**config.mk**
```make
export PLATFORM = sky130hd
export DESIGN_NAME = axi_arbiter_m2s_m3
export DESIGN_NICKNAME = d
export VERILOG_FILES = /design/src/rtl/axi_arbiter_m2s_m3.sv
export SDC_FILE = /design/constraint.sdc
export NUM_CORES = 1
export LEC_CHECK = 0
export CORE_MARGIN = 2
export CORE_UTILIZATION = 44
export DETAILED_ROUTE_END_ITERATION = 10
export PLACE_DENSITY = 0.95
export SYNTH_ARGS = -nofsm -noshare
export SYNTH_HDL_FRONTEND = slang
export SYNTH_SLANG_ARGS = --single-unit
```
**constraint.sdc**
```tcl
create_clock -name AXI_CLK -period 2.4 [get_ports AXI_CLK]
set_input_delay 0.6 -clock AXI_CLK [delete_from_list [all_inputs] [get_ports AXI_CLK]]
set_output_delay 0.6 -clock AXI_CLK [all_outputs]
set_load 0.05 [all_outputs]
```
**src/rtl/axi_arbiter_m2s_m3.sv**
```systemverilog
// Round-robin arbiter for one slave port: AW/W path and AR path, each granting one master at a time.
// Write grant is held until both the address and the last data beat have completed.
module axi_arbiter_m2s_m3 #(
    parameter int NUM = 3
) (
    input  logic         AXI_CLK,
    input  logic         AXI_RST,
    input  logic [NUM:0] AWSELECT,
    input  logic [NUM:0] AWVALID,
    input  logic [NUM:0] AWREADY,
    output logic [NUM:0] AWGRANT,
    input  logic [NUM:0] WVALID,
    input  logic [NUM:0] WREADY,
    input  logic [NUM:0] WLAST,
    output logic [NUM:0] WGRANT,
    input  logic [NUM:0] ARSELECT,
    input  logic [NUM:0] ARVALID,
    input  logic [NUM:0] ARREADY,
    output logic [NUM:0] ARGRANT
);

    localparam int N     = NUM + 1;
    localparam int PTR_W = (N > 1) ? $clog2(N) : 1;

    typedef enum logic {W_IDLE, W_BUSY} w_state_t;
    typedef enum logic {R_IDLE, R_BUSY} r_state_t;

    // First requester at or above ptr, wrapping from NUM back to 0.
    function automatic logic [PTR_W-1:0] rr_pick(input logic [NUM:0] req, input logic [PTR_W-1:0] ptr);
        logic [PTR_W-1:0] pick;
        logic [PTR_W-1:0] cand;
        logic             found;
        pick  = '0;
        found = 1'b0;
        for (int k = 0; k < N; k++) begin
            cand = PTR_W'((int'(ptr) + k) % N);
            if (!found && req[cand]) begin
                found = 1'b1;
                pick  = cand;
            end
        end
        return pick;
    endfunction

    function automatic logic [PTR_W-1:0] ptr_after(input logic [PTR_W-1:0] idx);
        return (idx == PTR_W'(NUM)) ? '0 : idx + PTR_W'(1);
    endfunction

    function automatic logic [NUM:0] onehot(input logic [PTR_W-1:0] idx);
        logic [NUM:0] v;
        v      = '0;
        v[idx] = 1'b1;
        return v;
    endfunction

    w_state_t         w_state_reg, w_state_next;
    r_state_t         r_state_reg, r_state_next;
    logic [NUM:0]     wgnt_reg, wgnt_next, rgnt_reg, rgnt_next;
    logic             aw_done_reg, aw_done_next, w_done_reg, w_done_next;
    logic [PTR_W-1:0] wptr_reg, wptr_next, rptr_reg, rptr_next;
    logic [NUM:0]     wreq, rreq, aw_hit, w_hit, ar_hit;
    logic [PTR_W-1:0] w_pick, r_pick;
    logic             aw_event, w_event, ar_event;

    assign wreq   = AWSELECT & AWVALID;
    assign rreq   = ARSELECT & ARVALID;
    assign w_pick = rr_pick(wreq, wptr_reg);
    assign r_pick = rr_pick(rreq, rptr_reg);

    // Grants come straight from registered state, so request-to-grant is one cycle.
    assign AWGRANT = (w_state_reg == W_BUSY && !aw_done_reg) ? wgnt_reg : '0;
    assign WGRANT  = (w_state_reg == W_BUSY && !w_done_reg)  ? wgnt_reg : '0;
    assign ARGRANT = (r_state_reg == R_BUSY) ? rgnt_reg : '0;

    for (genvar gi = 0; gi < N; gi++) begin : g_lane
        assign aw_hit[gi] = AWGRANT[gi] & AWVALID[gi] & AWREADY[gi];
        assign w_hit[gi]  = WGRANT[gi] & WVALID[gi] & WREADY[gi] & WLAST[gi];
        assign ar_hit[gi] = ARGRANT[gi] & ARVALID[gi] & ARREADY[gi];
    end

    assign aw_event = |aw_hit;
    assign w_event  = |w_hit;
    assign ar_event = |ar_hit;

    always_comb begin
        w_state_next = w_state_reg;
        wgnt_next    = wgnt_reg;
        aw_done_next = aw_done_reg;
        w_done_next  = w_done_reg;
        wptr_next    = wptr_reg;
        case (w_state_reg)
            W_IDLE: begin
                if (|wreq) begin
                    wgnt_next    = onehot(w_pick);
                    wptr_next    = ptr_after(w_pick);
                    aw_done_next = 1'b0;
                    w_done_next  = 1'b0;
                    w_state_next = W_BUSY;
                end
            end
            default: begin
                aw_done_next = aw_done_reg | aw_event;
                w_done_next  = w_done_reg | w_event;
                if (aw_done_next && w_done_next) begin
                    w_state_next = W_IDLE;
                end
            end
        endcase
    end

    always_comb begin
        r_state_next = r_state_reg;
        rgnt_next    = rgnt_reg;
        rptr_next    = rptr_reg;
        case (r_state_reg)
            R_IDLE: begin
                if (|rreq) begin
                    rgnt_next    = onehot(r_pick);
                    rptr_next    = ptr_after(r_pick);
                    r_state_next = R_BUSY;
                end
            end
            default: begin
                if (ar_event) begin
                    r_state_next = R_IDLE;
                end
            end
        endcase
    end

    always_ff @(posedge AXI_CLK) begin
        if (AXI_RST) begin
            w_state_reg <= W_IDLE;
            r_state_reg <= R_IDLE;
            wgnt_reg    <= '0;
            rgnt_reg    <= '0;
            aw_done_reg <= 1'b0;
            w_done_reg  <= 1'b0;
            wptr_reg    <= '0;
            rptr_reg    <= '0;
        end else begin
            w_state_reg <= w_state_next;
            r_state_reg <= r_state_next;
            wgnt_reg    <= wgnt_next;
            rgnt_reg    <= rgnt_next;
            aw_done_reg <= aw_done_next;
            w_done_reg  <= w_done_next;
            wptr_reg    <= wptr_next;
            rptr_reg    <= rptr_next;
        end
    end

endmodule

```
Run 1, gate-type map:
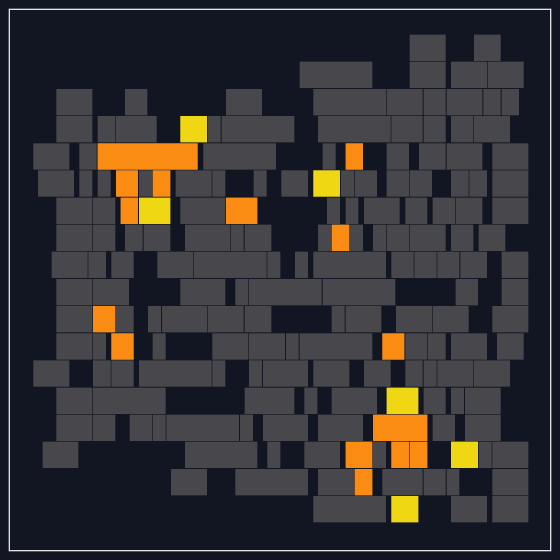
| family | color | cells |
|---|---|---|
| aoi and oai cells | orange | 15 |
| non-inverting ao/oa cells | yellow | 6 |
share of cell area taken by multi-input logic gates: 45.15%
most frequent standard cell in the layout excluding fill and tap cells: clkdlybuf4s50_1
final std cells w/o fill: 214

Run 1, clock wires, drivers and flops:
Scale bar: 20 um.
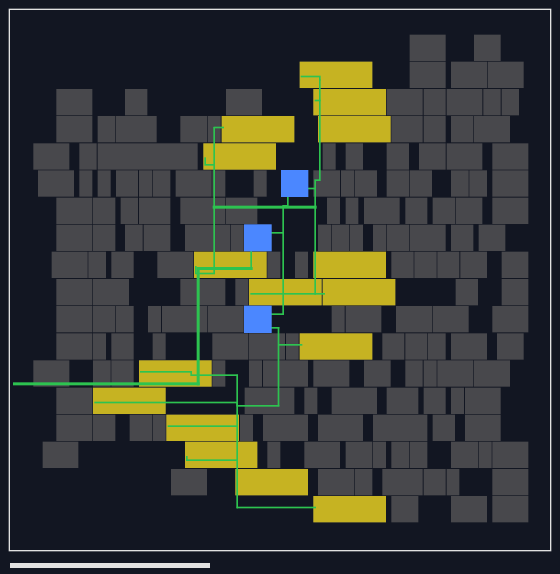
[clock drivers] blue | count: 3
[flip-flops] yellow | count: 16
[clock wires] green | length: 192 um
routed clock nets: 4

Run 1, wiring by layer:
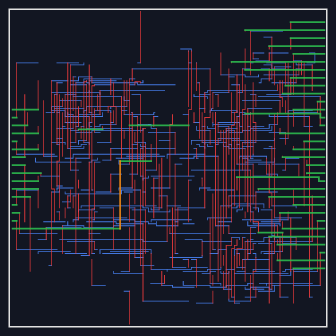
| layer | color | wire length |
|---|---|---|
| metal 2 | red | 1,430 um |
| metal 1 | blue | 1,090 um |
| metal 4 | orange | 11.6 um |
| metal 3 | green | 311 um |

Run 1, I/O nets highlighted:
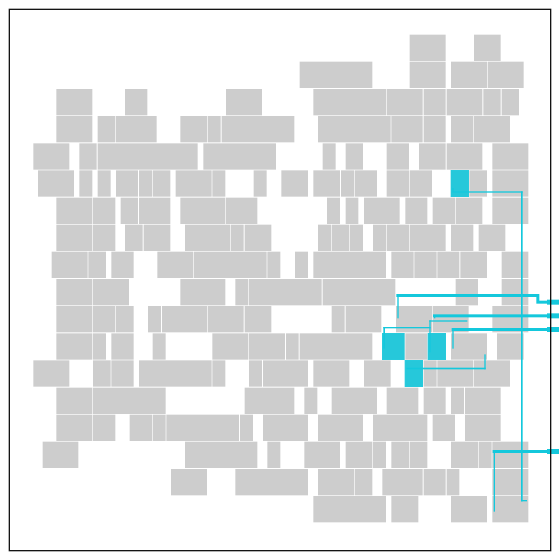
| port | color | bits | direction | edge | end cells | buffers | wire |
|---|---|---|---|---|---|---|---|
| AWREADY | cyan | 4 | input | east | 4 | 4 | 113 um |

==> results.py, run 1 <==
# Flow results
metrics = {
    "clock_network": {
        "clockRootBuffer": "clkbuf_4",
        "cts_hold_bufs": 0,
        "cts_max_path_buffers": 2,
    },
    "flow_run": {
        "log.warning_count": 32,
    },
    "sta": {
        "rsz0062_at_grt": "no",
        "clock-skew-final_ns": 0.004674,
        "max_freq_mhz": 430.4,
        "setup_total_negative_slack_ns": 0,
        "worstMarginPinSlew_ns": 0.5797,
        "layout_min_cycle_time_ns": 2.323,
    },
    "logic_synthesis": {
        "synth_seq_share_pct": 28.99,
        "xor_and_xnor_fraction_of_the_mapped_netlist_area_pct": 0,
        "synth_cell_types": 30,
        "simple_gate_share_pct": 31.14,
        "ys_async_sr_fraction_pct": 0,
        "synth.net_count": 179,
        "number_of_instances_in_the_synthesized_netlist": 133,
        "netlist_area_um2": 1105,
    },
    "floorplanning": {
        "num_io_pins": 50,
        "core-area_um2": 2432,
        "cell_row_count": 18,
        "die_height_um": 54.11,
    },
    "global_route": {
        "groute.usage.overall_pct": 20.96,
        "grt_util_met2_pct": 44.11,
        "global_route.usage.met1_pct": 18.92,
        "grt_overflow": 0,
    },
    "detailed_routing": {
        "top_layer_used": "met4",
        "post_route_ant_nets": 0,
        "detail_route.vias_per_cell": 5.276,
        "wl_per_cell_um": 13.32,
        "met3WireLength_um": 310,
        "met2WireLength_um": 1434,
        "drt_wl_total_um": 2851,
    },
    "pwr": {
        "netSwitchingFraction_pct": 30.39,
        "report.power.total_w": 0.0007277,
        "power_frac_seq_pct": 43.3,
        "power.combinational.fraction_pct": 32.9,
        "total_switching_power_w": 0.0002212,
        "cellLeakagePower_nw": 0.7115,
    },
    "setup_path": {
        "critical-path-top-delay-family": "buffers and inverters",
        "critPathArrivalTime_ns": 1.72,
        "critical_path.cell_chain": "and2_1 > clkdlybuf4s50_1",
        "worstSetupPathType": "reg2out",
        "slowest_stage_cell_cp": "clkdlybuf4s50_1",
        "biggest_fanout_along_the_worst_timing_path": 6,
        "reg2reg_setup_slack_ns": 0.74,
    },
    "cells_and_area": {
        "seq-cell-share_pct": 19.72,
        "invs_w_o_clock": 5,
        "fillers": 210,
        "drive_above_1_share_pct": 10.33,
        "total_number_of_sequential_cells": 16,
        "dominant-cell-class": "combinational gates",
    },
    "run_status": {
        "outcome": "completed",
    },
}
==> run 2, diff against run 1 <==
- CORE_UTILIZATION: 44 -> 55
- DONT_BUFFER_PORTS: unset -> 1
- PLACE_DENSITY: 0.95 -> 0.81
==> run 2 against run 1 <==
Fmax grew 13%; total power fell by 10%; register-to-register slack barely moved; wire length is 22% lower; non-clock buffer count is 50 lower; die size down 19%; synthesized area did not move; highest routed layer unchanged.
==> results.py, run 2 <==
# Flow results
metrics = {
    "run_status": {
        "outcome": "completed",
    },
    "flow_run": {
        "log.warning_count": 32,
        "number_of_max_cap_violations": 0,
    },
    "floorplanning": {
        "num_io_pins": 50,
        "die_height_um": 48.82,
        "n_tap_cell": 27,
        "cell_row_count": 16,
        "core-area_um2": 1922,
    },
    "detailed_routing": {
        "drt_wl_total_um": 2210,
        "wl_per_cell_um": 13.73,
        "routed_length_on_met1_um": 968,
        "post_route_ant_nets": 0,
        "drt_pre_antenna_iters": 4,
        "detailroute.via_count": 931,
        "met2WireLength_um": 1106,
        "drt_iter0_markers": 16,
        "met3WireLength_um": 121,
        "top_layer_used": "met4",
        "detail_route.vias_per_cell": 5.783,
    },
    "pwr": {
        "p_int_w": 0.0004448,
        "comb-power_w": 0.000156,
        "power_frac_seq_pct": 48.4,
        "total_switching_power_w": 0.0002066,
        "power.combinational.fraction_pct": 23.9,
        "netSwitchingFraction_pct": 31.71,
        "cellLeakagePower_nw": 0.5052,
        "report.power.total_w": 0.0006514,
    },
    "sta": {
        "min_period_over_period_pct": 85.82,
        "worstMarginPinSlew_ns": 0.5221,
        "layout_min_cycle_time_ns": 2.060,
        "final_hold_viol_count": 0,
        "rsz0062_at_grt": "no",
        "setup_total_negative_slack_ns": 0,
        "clock-skew-final_ns": 0.004994,
        "max_freq_mhz": 485.5,
    },
    "logic_synthesis": {
        "ys_async_sr_fraction_pct": 0,
        "xor_and_xnor_fraction_of_the_mapped_netlist_area_pct": 0,
        "synth-edff-count": 0,
        "synth.most_common_cell": "nor2_1",
        "synth_cell_types": 30,
        "synth_seq_share_pct": 28.99,
        "synthTopLogicFamily": "simple AND/OR/NAND/NOR gates",
        "synth.net_count": 179,
        "netlist_area_um2": 1105,
        "simple_gate_share_pct": 31.14,
        "number_of_instances_in_the_synthesized_netlist": 133,
    },
    "global_route": {
        "groute.usage.overall_pct": 19.75,
        "grt_overflow": 0,
        "global_route.usage.met1_pct": 22.61,
        "grt_util_met2_pct": 34.70,
    },
    "cells_and_area": {
        "total_number_of_sequential_cells": 16,
        "antennaDiodeCount": 0,
        "drive_above_1_share_pct": 7.463,
        "mostFrequentLayoutCell": "nor2_1",
        "syn2layout_area_growth_pct": 3.398,
        "lay_top_cells": "17 x nor2_1, 16 x dfxtp_1, 13 x and2_1, 12 x nand3_1, 11 x nand2_1",
        "area.share.combinational_pct": 64.18,
        "nMultiInputCombCells": 109,
        "dominant-cell-class": "combinational gates",
        "fillers": 167,
        "seq-cell-share_pct": 28.04,
        "postLayoutCoreUtil_pct": 59.44,
        "finalNonFillerCells": 161,
        "invs_w_o_clock": 5,
    },
    "placement": {
        "pre_cts_slack_ns": 0.4889,
        "routabilityCongestion": 0.7592,
        "placed_cell_area_um2": 1106,
    },
    "setup_path": {
        "worstSetupPathType": "reg2out",
        "slowest_stage_cell_cp": "dfxtp_1",
        "reg2reg_setup_slack_ns": 0.75,
        "biggest_fanout_along_the_worst_timing_path": 10,
        "worstSetupPathDepth": 2,
        "critical_path.cell_chain": "nor2b_1 > and2_1",
        "critical-path-top-delay-family": "simple AND/OR/NAND/NOR gates",
        "critPathArrivalTime_ns": 1.46,
        "worst_reg2reg_path_startpoint": "rptr_reg[1]",
    },
    "min_path": {
        "whs_path_depth": 1,
    },
    "clock_network": {
        "cts_max_path_buffers": 2,
        "cts_hold_bufs": 0,
        "clockRootBuffer": "clkbuf_4",
    },
}
Run 2, I/O nets highlighted:
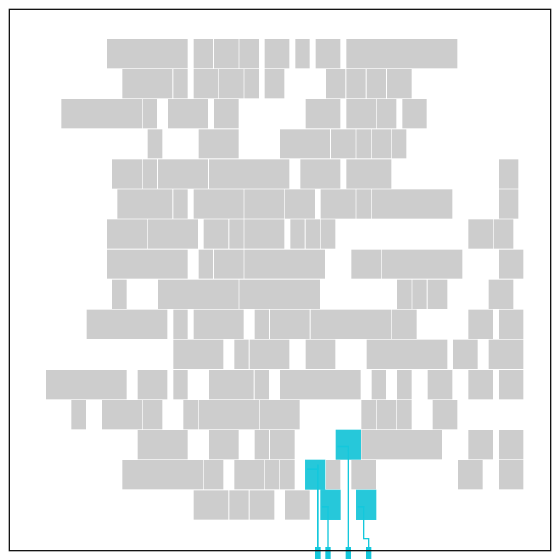
| port | color | bits | direction | edge | end cells | buffers | wire |
|---|---|---|---|---|---|---|---|
| AWREADY | cyan | 4 | input | south | 4 | 0 | 27.0 um |

==> run 3, diff against run 2 <==
- CORE_UTILIZATION: 55 -> 53
- PLACE_DENSITY: 0.81 -> 0.79
==> run 3 against run 2 <==
Die size increased by 3.5%; cell area unchanged; flip-flop count unchanged; total power increased by 0.21%; critical path depth unchanged; fmax increased by 1.0%; wire length increased by 4.0%; sequential share of layout area unchanged; synthesized cell count unchanged; via count increased by 4.3%; core utilization decreased by 1.2 points; critical endpoint is now AWGRANT[1]; largest power group unchanged; highest routed layer unchanged.
==> results.py, run 3 <==
# Flow results
metrics = {
    "run_status": {
        "outcome": "completed",
    },
    "sta": {
        "setup_total_negative_slack_ns": 0,
        "layout_min_cycle_time_ns": 2.039,
        "clock-skew-final_ns": 0.01041,
        "worstMarginPinSlew_ns": 0.5363,
    },
    "detailed_routing": {
        "met3WireLength_um": 132,
        "top_layer_used": "met4",
        "drt_wl_total_um": 2299,
        "detail_route.vias_per_cell": 6.031,
        "routed_length_on_met1_um": 1022,
        "drt_iter0_markers": 24,
        "wl_per_cell_um": 14.28,
        "detailroute.via_count": 971,
        "post_route_ant_nets": 0,
        "drt_pre_antenna_iters": 4,
    },
    "floorplanning": {
        "num_io_pins": 50,
        "cell_row_count": 16,
        "die_height_um": 49.66,
    },
    "logic_synthesis": {
        "synth.net_count": 179,
        "synth_cell_types": 30,
        "simple_gate_share_pct": 31.14,
        "synth_seq_share_pct": 28.99,
    },
    "cells_and_area": {
        "mostFrequentLayoutCell": "nor2_1",
        "seq-cell-share_pct": 28.04,
        "drive_above_1_share_pct": 7.463,
        "lay_top_cells": "17 x nor2_1, 16 x dfxtp_1, 13 x and2_1, 12 x nand3_1, 11 x nand2_1",
        "fillers": 179,
        "area.share.combinational_pct": 64.18,
        "finalNonFillerCells": 161,
    },
    "placement": {
        "routabilityCongestion": 0.7503,
        "placed_cell_area_um2": 1106,
        "pre_cts_slack_ns": 0.4982,
    },
    "setup_path": {
        "critical-path-top-delay-family": "simple AND/OR/NAND/NOR gates",
        "slowest_stage_cell_cp": "dfxtp_1",
        "worstSetupPathType": "reg2out",
        "worst_reg2reg_path_startpoint": "w_state_reg",
        "critical_path.cell_chain": "nor2b_1 > and2_1",
        "reg2reg_setup_slack_ns": 0.77,
    },
    "pwr": {
        "report.power.total_w": 0.0006528,
        "cellLeakagePower_nw": 0.5052,
        "netSwitchingFraction_pct": 31.81,
        "power_frac_seq_pct": 48.3,
        "power.combinational.fraction_pct": 23.9,
    },
    "global_route": {
        "grt_util_met2_pct": 33.78,
        "groute.usage.overall_pct": 19.44,
    },
    "clock_network": {
        "clockRootBuffer": "clkbuf_4",
        "cts_hold_bufs": 0,
    },
    "min_path": {
        "whs_path_depth": 1,
    },
    "flow_run": {
        "number_of_max_cap_violations": 0,
    },
}
Run 3, clock wires, drivers and flops:
Scale bar: 10 um.
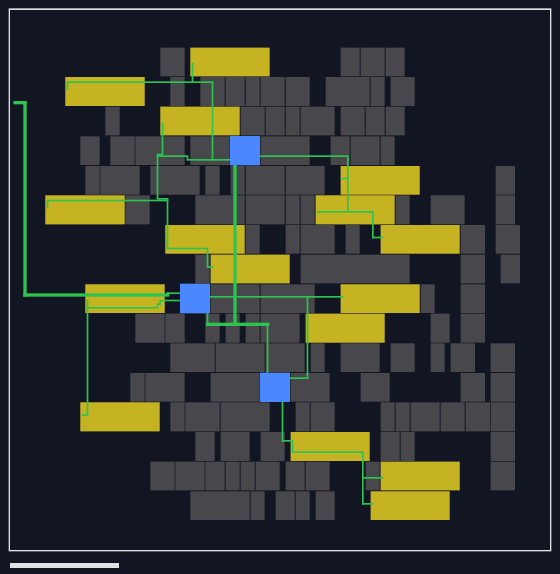
[clock wires] green | length: 213 um
[flip-flops] yellow | count: 16
[clock drivers] blue | count: 3
routed clock nets: 4

Power is estimated from default activity; no workload was simulated.
